===== src/rtl/bullet_pkg.sv =====
// bullet_pkg: shared screen constants, channel states and hitbox
// defaults for the bullet tracker, plus the 1-D overlap helper.
package bullet_pkg;

  localparam int SCREEN_W = 640;
  localparam int SCREEN_H = 480;
  localparam int COORD_W  = 10;

  localparam int DEF_NUM_ENEMIES = 8;
  localparam int DEF_SPAWN_Y     = 440;
  localparam int DEF_SPAWN_X_OFF = 7;
  localparam int DEF_SPEED       = 4;
  localparam int DEF_BULLET_W    = 2;
  localparam int DEF_BULLET_H    = 6;
  localparam int DEF_ENEMY_W     = 16;
  localparam int DEF_ENEMY_H     = 16;

  typedef enum logic [1:0] {
    StIdle   = 2'd0,
    StFlying = 2'd1,
    StDone   = 2'd2
  } bullet_ch_state_e;

  // Interval overlap on one axis, one bit wider than a
  // coordinate so edge + size never wraps.
  function automatic logic ovl_1d(
    input logic [COORD_W:0] a,
    input logic [COORD_W:0] a_len,
    input logic [COORD_W:0] b,
    input logic [COORD_W:0] b_len
  );
    return (a < b + b_len) && (b < a + a_len);
  endfunction

endpackage


===== src/rtl/bullet_tracker_channel.sv =====
// bullet_channel: one bullet. Edge-detects bdisplay, spawns,
// moves on frame ticks, searches enemies for overlap, and holds
// the done level until the display FSM drops bdisplay.
// Ports: clk_i/reset_ni, frame_tick_i, ship_x_i, bdisplay_i,
// enemy_x_i/enemy_y_i/enemy_alive_i, grant_i in;
// hit_req_o/hit_idx_o, bhit_o, x_o/y_o out.
module bullet_channel
  import bullet_pkg::*;
#(
  parameter int NUM_ENEMIES = DEF_NUM_ENEMIES,
  parameter int IDX_W       = $clog2(DEF_NUM_ENEMIES),
  parameter int SPAWN_Y     = DEF_SPAWN_Y,
  parameter int SPAWN_X_OFF = DEF_SPAWN_X_OFF,
  parameter int SPEED       = DEF_SPEED,
  parameter int BULLET_W    = DEF_BULLET_W,
  parameter int BULLET_H    = DEF_BULLET_H,
  parameter int ENEMY_W     = DEF_ENEMY_W,
  parameter int ENEMY_H     = DEF_ENEMY_H
) (
  input  logic                 clk_i,
  input  logic                 reset_ni,
  input  logic                 frame_tick_i,
  input  logic [COORD_W-1:0]   ship_x_i,
  input  logic                 bdisplay_i,
  input  logic [NUM_ENEMIES-1:0][COORD_W-1:0] enemy_x_i,
  input  logic [NUM_ENEMIES-1:0][COORD_W-1:0] enemy_y_i,
  input  logic [NUM_ENEMIES-1:0] enemy_alive_i,
  input  logic                 grant_i,
  output logic                 hit_req_o,
  output logic [IDX_W-1:0]     hit_idx_o,
  output logic                 bhit_o,
  output logic [COORD_W-1:0]   x_o,
  output logic [COORD_W-1:0]   y_o
);

  localparam logic [COORD_W-1:0] SpawnY =
    SPAWN_Y[COORD_W-1:0];
  localparam logic [COORD_W-1:0] XOff =
    SPAWN_X_OFF[COORD_W-1:0];
  localparam logic [COORD_W-1:0] Spd =
    SPEED[COORD_W-1:0];
  localparam logic [COORD_W:0] BW = BULLET_W[COORD_W:0];
  localparam logic [COORD_W:0] BH = BULLET_H[COORD_W:0];
  localparam logic [COORD_W:0] EW = ENEMY_W[COORD_W:0];
  localparam logic [COORD_W:0] EH = ENEMY_H[COORD_W:0];

  bullet_ch_state_e r_state;
  bullet_ch_state_e w_next;

  logic [COORD_W-1:0] r_x;
  logic [COORD_W-1:0] r_y;
  logic               r_prev;
  logic               w_rise;
  logic               w_exit;
  logic               w_fly;
  logic [NUM_ENEMIES-1:0] w_ovl;
  logic [IDX_W-1:0]   w_idx;

  assign w_rise = bdisplay_i & ~r_prev;
  assign w_fly  = (r_state == StFlying) & bdisplay_i;
  assign w_exit = frame_tick_i & (r_y < Spd);

  always_comb begin
    w_ovl = '0;
    for (int e = 0; e < NUM_ENEMIES; e++) begin
      w_ovl[e] = enemy_alive_i[e]
        && ovl_1d({1'b0, r_x}, BW,
                  {1'b0, enemy_x_i[e]}, EW)
        && ovl_1d({1'b0, r_y}, BH,
                  {1'b0, enemy_y_i[e]}, EH);
    end
  end

  // Lowest-index overlapping enemy wins.
  always_comb begin
    w_idx = '0;
    for (int e = NUM_ENEMIES - 1; e >= 0; e--) begin
      if (w_ovl[e]) w_idx = IDX_W'(e);
    end
  end

  assign hit_req_o = w_fly & (|w_ovl);
  assign hit_idx_o = w_idx;

  always_ff @(posedge clk_i or negedge reset_ni) begin
    if (!reset_ni) r_state <= StIdle;
    else           r_state <= w_next;
  end

  always_comb begin
    w_next = r_state;
    unique case (r_state)
      StIdle: begin
        if (w_rise) w_next = StFlying;
      end
      StFlying: begin
        if (!bdisplay_i)  w_next = StIdle;
        else if (grant_i) w_next = StDone;
        else if (w_exit)  w_next = StDone;
      end
      StDone: begin
        if (!bdisplay_i) w_next = StIdle;
      end
      default: w_next = StIdle;
    endcase
  end

  always_comb begin
    bhit_o = (r_state == StDone);
  end

  // A bullet that lost arbitration still moves on a tick;
  // only a granted hit freezes it.
  always_ff @(posedge clk_i or negedge reset_ni) begin
    if (!reset_ni) begin
      r_x    <= '0;
      r_y    <= '0;
      r_prev <= 1'b0;
    end else begin
      r_prev <= bdisplay_i;
      if (r_state == StIdle && w_rise) begin
        r_x <= ship_x_i + XOff;
        r_y <= SpawnY;
      end else if (w_fly && !grant_i
                   && frame_tick_i && !w_exit) begin
        r_y <= r_y - Spd;
      end
    end
  end

  assign x_o = r_x;
  assign y_o = r_y;

endmodule


===== src/rtl/bullet_tracker.sv =====
// bullet_tracker: two bullet channels plus kill arbitration.
// Ports: clk_i/reset_ni, frame_tick_i, ship_x_i, bdisplay_i,
// enemy_* in; bhit_o, bullet_x_o/y_o, kill_o/kill_idx_o out.
module bullet_tracker
  import bullet_pkg::*;
#(
  parameter int NUM_ENEMIES = DEF_NUM_ENEMIES,
  parameter int SPAWN_Y     = DEF_SPAWN_Y,
  parameter int SPAWN_X_OFF = DEF_SPAWN_X_OFF,
  parameter int SPEED       = DEF_SPEED,
  parameter int BULLET_W    = DEF_BULLET_W,
  parameter int BULLET_H    = DEF_BULLET_H,
  parameter int ENEMY_W     = DEF_ENEMY_W,
  parameter int ENEMY_H     = DEF_ENEMY_H
) (
  input  logic                 clk_i,
  input  logic                 reset_ni,
  input  logic                 frame_tick_i,
  input  logic [COORD_W-1:0]   ship_x_i,
  input  logic [1:0]           bdisplay_i,
  input  logic [NUM_ENEMIES-1:0][COORD_W-1:0] enemy_x_i,
  input  logic [NUM_ENEMIES-1:0][COORD_W-1:0] enemy_y_i,
  input  logic [NUM_ENEMIES-1:0] enemy_alive_i,
  output logic [1:0]           bhit_o,
  output logic [1:0][COORD_W-1:0] bullet_x_o,
  output logic [1:0][COORD_W-1:0] bullet_y_o,
  output logic                 kill_o,
  output logic [$clog2(NUM_ENEMIES)-1:0] kill_idx_o
);

  localparam int IDX_W = $clog2(NUM_ENEMIES);

  logic [1:0]             w_req;
  logic [1:0][IDX_W-1:0]  w_idx;
  logic [1:0]             w_grant;
  logic [NUM_ENEMIES-1:0] w_alive;
  logic                   r_kill;
  logic [IDX_W-1:0]       r_kill_idx;

  // The formation may take a cycle to clear a killed enemy;
  // hide it meanwhile so it cannot be killed twice.
  always_comb begin
    w_alive = enemy_alive_i;
    if (r_kill) w_alive[r_kill_idx] = 1'b0;
  end

  assign w_grant[0] = w_req[0];
  assign w_grant[1] = w_req[1] & ~w_req[0];

  for (genvar g = 0; g < 2; g++) begin : g_ch
    bullet_channel #(
      .NUM_ENEMIES (NUM_ENEMIES),
      .IDX_W       (IDX_W),
      .SPAWN_Y     (SPAWN_Y),
      .SPAWN_X_OFF (SPAWN_X_OFF),
      .SPEED       (SPEED),
      .BULLET_W    (BULLET_W),
      .BULLET_H    (BULLET_H),
      .ENEMY_W     (ENEMY_W),
      .ENEMY_H     (ENEMY_H)
    ) u_ch (
      .clk_i         (clk_i),
      .reset_ni      (reset_ni),
      .frame_tick_i  (frame_tick_i),
      .ship_x_i      (ship_x_i),
      .bdisplay_i    (bdisplay_i[g]),
      .enemy_x_i     (enemy_x_i),
      .enemy_y_i     (enemy_y_i),
      .enemy_alive_i (w_alive),
      .grant_i       (w_grant[g]),
      .hit_req_o     (w_req[g]),
      .hit_idx_o     (w_idx[g]),
      .bhit_o        (bhit_o[g]),
      .x_o           (bullet_x_o[g]),
      .y_o           (bullet_y_o[g])
    );
  end

  always_ff @(posedge clk_i or negedge reset_ni) begin
    if (!reset_ni) begin
      r_kill     <= 1'b0;
      r_kill_idx <= '0;
    end else begin
      r_kill <= |w_grant;
      unique case (1'b1)
        w_grant[0]: r_kill_idx <= w_idx[0];
        w_grant[1]: r_kill_idx <= w_idx[1];
        default:    r_kill_idx <= r_kill_idx;
      endcase
    end
  end

  assign kill_o     = r_kill;
  assign kill_idx_o = r_kill_idx;

endmodule


===== config.mk =====
export PLATFORM = sky130hd
export DESIGN_NAME = bullet_tracker
export DESIGN_NICKNAME = d
export VERILOG_FILES = /design/src/rtl/bullet_pkg.sv /design/src/rtl/bullet_tracker_channel.sv /design/src/rtl/bullet_tracker.sv
export SDC_FILE = /design/constraint.sdc
export NUM_CORES = 1
export LEC_CHECK = 0
export ABC_AREA = 1
export CAP_MARGIN = 20
export CORE_MARGIN = 8
export CORE_UTILIZATION = 59
export CTS_CLUSTER_DIAMETER = 60
export DETAILED_ROUTE_END_ITERATION = 12
export PLACE_DENSITY = 0.84
export SYNTH_ARGS = -nofsm -noshare
export SYNTH_HDL_FRONTEND = slang
export SYNTH_SLANG_ARGS = --single-unit

===== constraint.sdc =====
create_clock -name clk_i -period 3.91 [get_ports clk_i]
set_clock_uncertainty 0.05 [all_clocks]
set_input_delay 0.782 -clock clk_i [delete_from_list [all_inputs] [get_ports clk_i]]
set_output_delay 0.782 -clock clk_i [all_outputs]
set_load 0.02 [all_outputs]

Run 1, zoomed window:
Bar = 5 microns. Region (132, 132) to (152, 152) microns. Cells in gray, sequential cells in the stronger gray; small squares are vias.
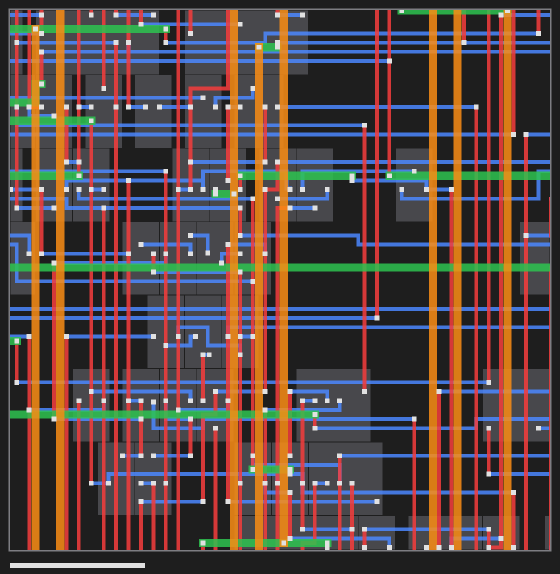
layer	color
met1	blue
met3	green
met2	red
met4	orange
sequential cells in the window	0
most frequent	nand2_1 (20), inv_1 (4)
cells with their middle in the window	34

Run 1, wiring by layer:
Bar = 50 microns. Only two layers are drawn.
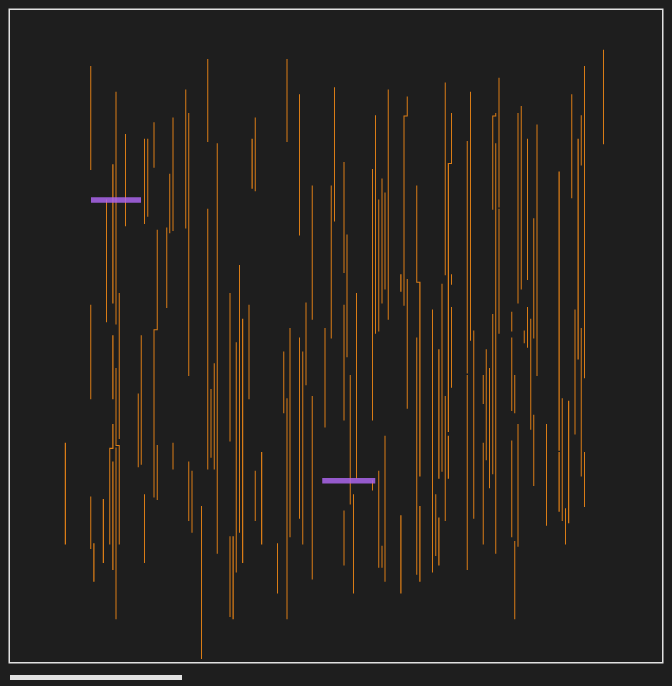
layer	color	wire length
met5	purple	26.7 microns
met4	orange	5210 microns

==> Implementation_results.wiki, run 1 <==
== Metrics ==
{| class="wikitable"
! Metric !! Value
|-
| Outcome || complete, no violations
|-
| Post-Synthesis Cell Area || 17760 sq um
|-
| Drt initial violations || 1924
|-
| Peak supply drop || 299.9 uV
|-
| Number of detailed-routing iterations run before antenna repair || 6
|-
| Delay contributed by the slowest stage of the critical path || 490 ps
|-
| Top cells by instance count after synthesis || 887 x sky130_fd_sc_hd__nand2_1, 439 x sky130_fd_sc_hd__ha_1, 425 x sky130_fd_sc_hd__inv_1
|-
| Overall power after layout || 10.68 mW
|-
| Met3 usage in global routing || 0.05960
|-
| Max Fanout on Critical Path || 9
|-
| Maximum level of the CTS H-tree || 2
|-
| Number of maximum-capacitance constraint violations || 0
|-
| Dominant register cell in the synthesized netlist || sky130_fd_sc_hd__dfrtp_1
|-
| Clock buffers created by TritonCTS || 5
|-
| Die Y || 189.5 microns
|-
| Slew HR || 0.3085
|-
| Dominant logic cell types in the final layout || 884 x sky130_fd_sc_hd__nand2_1, 435 x sky130_fd_sc_hd__ha_1, 425 x sky130_fd_sc_hd__inv_1
|-
| Element type at the critical path end || flop
|-
| Worst hold-check slack || 261.8 ps
|-
| Seq share, synth || 0.06480
|-
| Cell Area, Placed || 21400 sq um
|-
| Max stage delay cell, worst path || sky130_fd_sc_hd__clkdlybuf4s50_1
|-
| Post-route fraction of the period consumed by the critical path || 0.9726
|-
| Root buffer selected by CTS || sky130_fd_sc_hd__clkbuf_16
|-
| Total setup violations reported at the end of the flow || 0
|-
| Share of layout cells above drive strength 1 || 0.08531
|-
| Number of cell instances on the worst register-to-register path || 20
|-
| Final worst setup slack || 107.0 ps
|-
| Tally of nets with antenna violations remaining after routing || 0
|-
| Final Net Count || 3868
|-
| EDFF count, synth || 0
|-
| Filler instances || 2485
|-
| Total tool warning count || 60
|-
| Area overhead of the layout relative to synthesis || 23.14%
|-
| Utilization after layout || 0.7381
|-
| Sequential cell area in the final layout || 1151 sq um
|-
| Layout Cell Area excl Fill || 21870 sq um
|-
| Area occupied by multi-input gates || 14950 sq um
|-
| Sequential share of power || 0.076
|-
| Die area || 35920 sq um
|-
| Post-synthesis sequential element count || 46
|-
| Die W || 189.5 microns
|-
| GRT met1 Usage || 0.4414
|-
| Pin count of the biggest net entering global routing || 47
|-
| FFs w/ async S/R, synth || 1.000
|-
| Max Clock Freq || 262.9 MHz
|-
| Top cells by area, synth || sky130_fd_sc_hd__ha_1 31%, sky130_fd_sc_hd__nand2_1 19%, sky130_fd_sc_hd__inv_1 9.0%, sky130_fd_sc_hd__dfrtp_1 6.5%, sky130_fd_sc_hd__nand3_1 5.8%
|-
| Yosys stat area || 17760 sq um
|-
| End of the worst register-to-register path || g_ch[1].u_ch.y_o[3]$_DFFE_PN0P_
|-
| Net Sw Power || 6.406 mW
|-
| First-pass GRT wire length || 107.5 mm
|-
| Mean instance size in the synthesized netlist || 6.149 sq um
|-
| Pre-CTS worst setup slack || -160.5 ps
|-
| Core area || 29640 sq um
|-
| Init Core Util || 0.5994
|-
| TritonCTS clock tree || yes
|-
| Initial antenna violation count || 2
|-
| Top-area cell type share of the netlist area || 0.3092
|-
| Cell-by-cell listing of the critical path || clkdlybuf4s50_1, buf_4, nand3_1, nand3b_1, xor2_1, ha_1, nand3b_1, nor2_1, nor2_1, nand2_1, nor2_1, nand4_1, o21ai_2, nor2_2, a21oi_4, nand2_8, nand3_4, nand2_2, nand2_1, nand2_1
|-
| Gpl congestion || 1.060
|-
| Share of power burned in the clock network || 0.048
|-
| Switching portion of total power || 0.6000
|-
| Cell leakage power || 12.45 nW
|-
| Count of port buffers added during placement || 224
|-
| Pint || 4.270 mW
|-
| Num ports || 229
|-
| Final count of pins violating max slew || 0
|-
| Total of warnings raised by yosys || 0
|-
| Clock input transition at the sequential cells of the worst setup and hold paths || 70 ps
|-
| Worst hold-check path type || in2async
|-
| Most frequent logic cell in the layout || sky130_fd_sc_hd__nand2_1
|-
| Vias in the first global route || 20558
|-
| Clock sink total || 46
|-
| GR Util met2 || 0.6133
|-
| Biggest area consumer among synthesized cells || sky130_fd_sc_hd__ha_1
|-
| Reg-to-reg startpoint || g_ch[1].u_ch.y_o[2]$_DFFE_PN0P_
|-
| Detailed Place HPWL || 56.79 mm
|-
| Yosys cell count || 2889
|-
| DRC viols || 0
|-
| Combinational share of power || 0.876
|-
| Global-route congestion overflow total || 0
|-
| Clk_lat worst skew || 300 ps
|-
| Ant diodes || 0
|-
| Clock tree buffer depth || 2
|-
| Placed Cells || 3618
|-
| Final std cells w/o fill || 3637
|-
| Gate count of the mapped netlist || 2889
|-
| CP Capture Point || g_ch[1].u_ch.y_o[3]$_DFFE_PN0P_
|-
| Launch point of the worst path || enemy_y_i[64]
|-
| Most frequently used cell type in the post-synthesis netlist || sky130_fd_sc_hd__nand2_1
|-
| Transition at the pin with the smallest max-transition slack || 1030 ps
|-
| Pwr per Cell Area || 488.0 nW/um^2
|-
| Final hold violations || 0
|-
| Reg2Reg Setup Slack || 260 ps
|-
| Final total negative setup slack || 0 ps
|-
| Synth unique cells || 50
|-
| CP Launch Type || primary input
|-
| Critical path data arrival time || 3940 ps
|-
| Vias per Instance || 5.839
|-
| Standard-cell rows || 63
|-
| Worst Path Class, Setup || in2reg
|-
| Data required time of the worst path || 4050 ps
|-
| Post-layout min period || 3803 ps
|}
Run 1, congestion heat map:
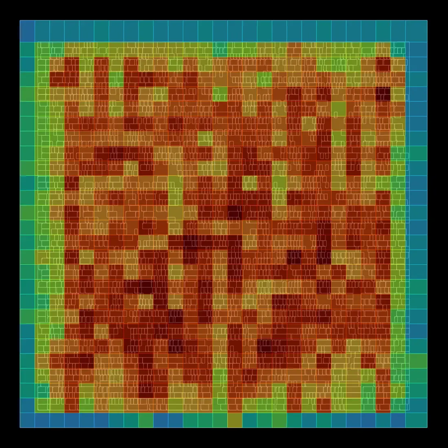
global-route layer with the greatest usage: met2
wire per inst: 19.17 microns

Run 1, wiring heat map:
The die is cut into 38 by 38 equal tiles; white is low, dark blue is high, scaled to the fullest tile. Values are wire area over tile area, all layers added.
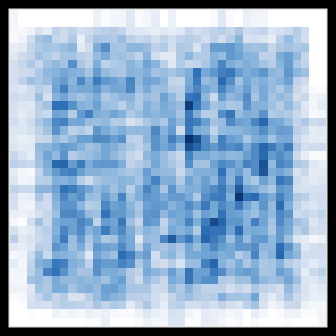
tiles over half the peak	25%
mean over tiles	0.34
nearly empty tiles	6.2%
fullest tile	0.95
wire length reported by the detailed router: 69.74 mm
All-Layer GR Usage: 0.3704
Via Count: 21236

## run 1: power by group through the flow
stage | clock network [mW] | registers (mW) | logic, mW
after floorplan | 0 | 1.23 | 5.25
after global placement | 0 | 0.803 | 8.63
after detailed placement | 0 | 0.814 | 8.96
after CTS | 0.507 | 0.807 | 9.02
after global routing | 0.524 | 0.828 | 10.3
final | 0.509 | 0.816 | 9.35
## run 1: metal layers
metal	up-vias	routed length [microns]
li1	10180	-
met1	9522	26960
met2	1207	30980
met3	323	6561
met4	4	5209
met5	-	26
## run 1: flip-flops by register name, indices dropped and copies added (netlist names)
register,count
g_ch.u_ch.r_prev,2
g_ch.u_ch.r_state,4
g_ch.u_ch.x_o,20
g_ch.u_ch.y_o,16
kill_idx_o,3
kill_o,1
## run 1: what timing repair did
item                                    in CTS  in global routing
gates resized                                1                 40
hold buffers                                 0                  0
gates cloned                                 0                  0
pin swaps                                    0                  9
endpoints found under the hold margin        0                  0
endpoints found under the setup margin       5                 21
buffers inserted                             0                 10
## run 1: cells by family after synthesis
family,count (synthesis),synth area share
AOI/OAI and AO/OA,351,0.1116
xor gates and xnor gates,75,0.03698
adders and majority gates,439,0.3092
buffers and inverters,471,0.1049
DFF,46,0.06480
other,1,0.0002111
and+or+nand+nor,1506,0.3724
## run 1: critical path: cells and delay by family
| family | cells | cell delay [ps] |
|---|---|---|
| AND/OR/NAND/NOR | 14 | 1650 |
| buffers and inverters | 2 | 660 |
| AND-OR/OR-AND | 2 | 330 |
| adder cells (fa/ha/maj) | 1 | 280 |
| XOR/XNOR | 1 | 220 |
## run 1: layout make-up
type	instances	share of cell area
clock buffers	5	0.005720
clock inverters	3	0.002002
inverters	433	0.07436
multi-input cells	2375	0.6835
flip-flops and latches	46	0.05262
well taps	390	0.02231
repair buffers	385	0.1595
==> inputs of run 2 (changes only) <==
--- a/config.mk
+++ b/config.mk
@@ -5,10 +5,10 @@
 export SDC_FILE = /design/constraint.sdc
 export NUM_CORES = 1
 export LEC_CHECK = 0
-export ABC_AREA = 1
+export ABC_AREA = 0
 export CAP_MARGIN = 20
-export CORE_MARGIN = 8
-export CORE_UTILIZATION = 59
+export CORE_MARGIN = 1
+export CORE_UTILIZATION = 58
 export CTS_CLUSTER_DIAMETER = 60
 export DETAILED_ROUTE_END_ITERATION = 12
 export PLACE_DENSITY = 0.84
==> run 2 against run 1 <==
  * Synthesized area shrank 8.9%
  * Synthesized cell count shrank 30%
  * The flow now stops in global routing
==> Implementation_results.wiki, run 2 <==
== Flow metrics ==
{| class="wikitable"
! Metric !! Value
|-
| Clock tree buffer depth || 2 (unchanged)
|-
| Gate count of the mapped netlist || 2035 (-30%)
|-
| Biggest area consumer among synthesized cells || sky130_fd_sc_hd__ha_1
|-
| Halt Stage || global routing
|-
| Run Error || [ERROR GRT-0232] Routing congestion too high. Check the congestion heatmap in the GUI.
|-
| Pre-CTS worst setup slack || -817.0 ps (-656.5 ps)
|-
| Standard-cell rows || 60 (-4.8%)
|-
| Cell Area, Placed || 22140 sq um (+3.5%)
|-
| Detailed Place HPWL || 56.41 mm (-0.67%)
|-
| Placed Cells || 3000 (-17%)
|-
| Yosys stat area || 16180 sq um (-8.9%)
|-
| Init Core Util || 0.5954 (-0.003979)
|-
| GR repair worst EP || g_ch[0].u_ch.y_o[9]$_DFFE_PN0P_/D
|-
| Die Y || 169.0 microns (-11%)
|-
| Top-area cell type share of the netlist area || 0.3395 (+0.03027)
|-
| Total of warnings raised by yosys || 0 (unchanged)
|-
| Post-synthesis sequential element count || 46 (unchanged)
|-
| Post-Synthesis Cell Area || 16180 sq um (-8.9%)
|-
| Mean instance size in the synthesized netlist || 7.951 sq um (+29%)
|-
| Root buffer selected by CTS || sky130_fd_sc_hd__clkbuf_16
|-
| Maximum level of the CTS H-tree || 2 (unchanged)
|-
| Clock buffers created by TritonCTS || 5 (unchanged)
|-
| Global-route congestion overflow total || 188
|-
| Clock sink total || 46 (unchanged)
|-
| Pin count of the biggest net entering global routing || 47
|-
| Top cells by area, synth || sky130_fd_sc_hd__ha_1 34%, sky130_fd_sc_hd__dfrtp_1 7.1%, sky130_fd_sc_hd__a21oi_1 4.3%, sky130_fd_sc_hd__o21ai_0 4.2%, sky130_fd_sc_hd__xor2_1 3.7%
|-
| Die W || 169.0 microns (-11%)
|-
| Most frequently used cell type in the post-synthesis netlist || sky130_fd_sc_hd__ha_1
|-
| Synth unique cells || 95 (+90%)
|-
| Yosys cell count || 2035 (-30%)
|-
| Count of port buffers added during placement || 224 (unchanged)
|-
| Gpl congestion || 1.109 (+4.7%)
|-
| EDFF count, synth || 0 (unchanged)
|-
| Outcome || aborted with a tool error
|-
| All-Layer GR Usage || 0.7920
|-
| Num ports || 229 (unchanged)
|-
| Kind of pin the worst path terminates on || register data pin
|-
| Seq share, synth || 0.07114 (+0.006343)
|-
| FFs w/ async S/R, synth || 1.000 (unchanged)
|-
| Top cells by instance count after synthesis || 439 x sky130_fd_sc_hd__ha_1, 138 x sky130_fd_sc_hd__a21oi_1, 135 x sky130_fd_sc_hd__o21ai_0
|-
| Initial antenna violation count || 24
|-
| Dominant register cell in the synthesized netlist || sky130_fd_sc_hd__dfrtp_1
|}
run 2: cell families after synthesis:
kind of cell / share of synthesized area
simple gates: 0.1850
mux: 0.003712
fa+ha+maj: 0.3481
buf+inv: 0.04802
other cells: 0.0002318
compound gates: 0.2859
flops: 0.07114
xor+xnor: 0.05784
run 2: routing by layer:
metal,GRT overflow,track usage
met3,14,0.6233
met5,0,0.4278
met4,59,0.7799
met2,102,0.9558
met1,13,0.7992
run 2: what timing repair did:
item / CTS
pin swaps: 125
setup endpoints to repair: 24
hold buffers: 0
resized: 312
gates cloned: 0
buffers inserted: 37
==> inputs of run 3 (changes only) <==
--- a/config.mk
+++ b/config.mk
@@ -8,10 +8,9 @@
 export ABC_AREA = 0
 export CAP_MARGIN = 20
 export CORE_MARGIN = 1
-export CORE_UTILIZATION = 58
-export CTS_CLUSTER_DIAMETER = 60
+export CORE_UTILIZATION = 40
 export DETAILED_ROUTE_END_ITERATION = 12
-export PLACE_DENSITY = 0.84
+export PLACE_DENSITY_LB_ADDON = 0.15
 export SYNTH_ARGS = -nofsm -noshare
 export SYNTH_HDL_FRONTEND = slang
 export SYNTH_SLANG_ARGS = --single-unit
Run 3, congestion heat map:
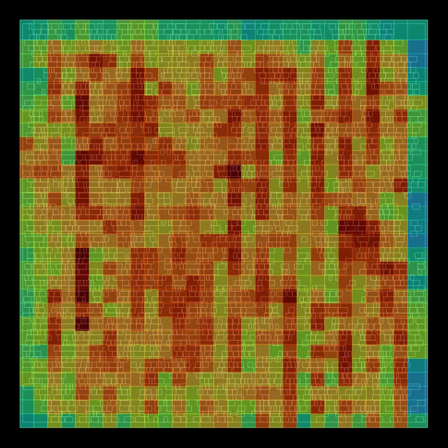
GRT met1 Usage: 0.4603
GR Util met2: 0.5908

==> run 3 against run 2 <==
  * The flow now finishes with violations (setup timing)
  * Synthesized area unchanged
  * Synthesized cell count unchanged
==> Implementation_results.wiki, run 3 <==
== Metrics ==
{| class="wikitable"
! Metric !! Value
|-
| Total tool warning count || 62
|-
| Global-route congestion overflow total || 0
|-
| Category of cells accounting for the largest share of critical-path delay || AND-OR/OR-AND gates
|-
| Total setup violations reported at the end of the flow || 1
|-
| Seq share, synth || 0.07114 (unchanged)
|-
| Final worst setup slack || -32.50 ps
|-
| Dominant register cell in the synthesized netlist || sky130_fd_sc_hd__dfrtp_1
|-
| Final std cells w/o fill || 3247
|-
| Pre-CTS worst setup slack || -743.3 ps (+73.73 ps)
|-
| Num ports || 229 (unchanged)
|-
| Most frequently used cell type in the post-synthesis netlist || sky130_fd_sc_hd__ha_1
|-
| Topmost layer with routed signal wires || met4
|-
| Clock buffers created by TritonCTS || 5 (unchanged)
|-
| Placed Cells || 3181 (+6.0%)
|-
| Post-Synthesis Cell Area || 16180 sq um (unchanged)
|-
| Yosys stat area || 16180 sq um (unchanged)
|-
| First-pass GRT wire length || 110.8 mm
|-
| Failing checks || setup timing
|-
| FFs w/ async S/R, synth || 1.000 (unchanged)
|-
| Gpl congestion || 1.004 (-9.5%)
|-
| Delay contributed by the slowest stage of the critical path || 400 ps
|-
| Post-route fraction of the period consumed by the critical path || 1.008
|-
| Yosys cell count || 2035 (unchanged)
|-
| Die Y || 203.1 microns (+20%)
|-
| Critical path data arrival time || 4020 ps
|-
| Root buffer selected by CTS || sky130_fd_sc_hd__clkbuf_16
|-
| Transition at the pin with the smallest max-transition slack || 1138 ps
|-
| Standard-cell rows || 73 (+22%)
|-
| CTS hold repair buffers || 0 (unchanged)
|-
| Gate count of the mapped netlist || 2035 (unchanged)
|-
| Count of port buffers added during placement || 224 (unchanged)
|-
| Wire length reported by the detailed router || 74.02 mm
|-
| Biggest area consumer among synthesized cells || sky130_fd_sc_hd__ha_1
|-
| Utilization after layout || 0.6201
|-
| Met3 usage in global routing || 0.03114
|-
| Global-route layer with the greatest usage || met2
|-
| Synth unique cells || 95 (unchanged)
|-
| Outcome || complete, but fails checks
|-
| Mean instance size in the synthesized netlist || 7.951 sq um (unchanged)
|-
| Area overhead of the layout relative to synthesis || 52.61%
|-
| Clock sink total || 46 (unchanged)
|-
| Wire per inst || 22.80 microns
|-
| Die W || 203.1 microns (+20%)
|-
| Top cells by area, synth || sky130_fd_sc_hd__ha_1 34%, sky130_fd_sc_hd__dfrtp_1 7.1%, sky130_fd_sc_hd__a21oi_1 4.3%, sky130_fd_sc_hd__o21ai_0 4.2%, sky130_fd_sc_hd__xor2_1 3.7%
|-
| Maximum level of the CTS H-tree || 2 (unchanged)
|-
| Total of warnings raised by yosys || 0 (unchanged)
|-
| Post-layout min period || 3942 ps
|-
| Cell Area, Placed || 22500 sq um (+1.6%)
|-
| Pin count of the biggest net entering global routing || 47
|-
| Post-synthesis sequential element count || 46 (unchanged)
|-
| Top cells by instance count after synthesis || 439 x sky130_fd_sc_hd__ha_1, 138 x sky130_fd_sc_hd__a21oi_1, 135 x sky130_fd_sc_hd__o21ai_0
|-
| Max Clock Freq || 253.6 MHz
|-
| Cell leakage power || 11.71 nW
|-
| Init Core Util || 0.4063 (-0.1891)
|-
| All-Layer GR Usage || 0.3472
|-
| Top-area cell type share of the netlist area || 0.3395 (unchanged)
|-
| EDFF count, synth || 0 (unchanged)
|-
| Clock tree buffer depth || 2 (unchanged)
|-
| Detailed Place HPWL || 60.84 mm (+7.8%)
|-
| Initial antenna violation count || 0
|}
==> run 3: cell counts after synthesis <==
No cell type changed its count.
==> run 3: cells by family after synthesis <==
logic type	count (synthesis)	share of synthesized area
mux	6	0.003712
flops	46	0.07114
buf+inv	188	0.04802
other cells	1	0.0002318
simple gates	556	0.1850
fa+ha+maj	453	0.3481
xor+xnor	106	0.05784
compound gates	679	0.2859
==> run 3: final timing paths <==
path	start	end	depth (start not counted)	slack, ps
max in group asynchronous	reset_ni	g_ch[0].u_ch.x_o[4]$_DFFE_PN0P_	2	3030
min	reset_ni	g_ch[0].u_ch.y_o[2]$_DFFE_PN0P_	1	280
max	enemy_x_i[28]	g_ch[1].u_ch.y_o[7]$_DFFE_PN0P_	16	-30
min in group clk_i	g_ch[1].u_ch.x_o[3]$_DFFE_PN0P_	g_ch[1].u_ch.x_o[3]$_DFFE_PN0P_	2	540
max reg2reg	g_ch[0].u_ch.y_o[4]$_DFFE_PN0P_	g_ch[1].u_ch.y_o[7]$_DFFE_PN0P_	17	10
min reg2reg	g_ch[1].u_ch.x_o[3]$_DFFE_PN0P_	g_ch[1].u_ch.x_o[3]$_DFFE_PN0P_	2	540
==> run 3: power by group <==
part	leakage, nW	internal [mW]	switching [mW]
sequential	0.534	0.599	0.173
combinational	11.1	3.87	4.60
clock	0.0842	0.303	0.200
==> run 3: timing repair <==
action,CTS,global route
resized,250,246
cloned,0,0
pin swaps,102,122
buffers inserted,29,33
endpoints found under the setup margin,24,22
==> run 3: final cells by class <==
type	instances	area, sq um
clock buffers	5	125.1
clock inverters	3	43.79
fillers	3611	15130
inverters	98	370.4
multi-input cells	1804	15900
flip-flops and latches	46	1169
well taps	525	656.9
repair buffers	766	6430
No activity file was given, so power comes from the tool's default toggle rates.
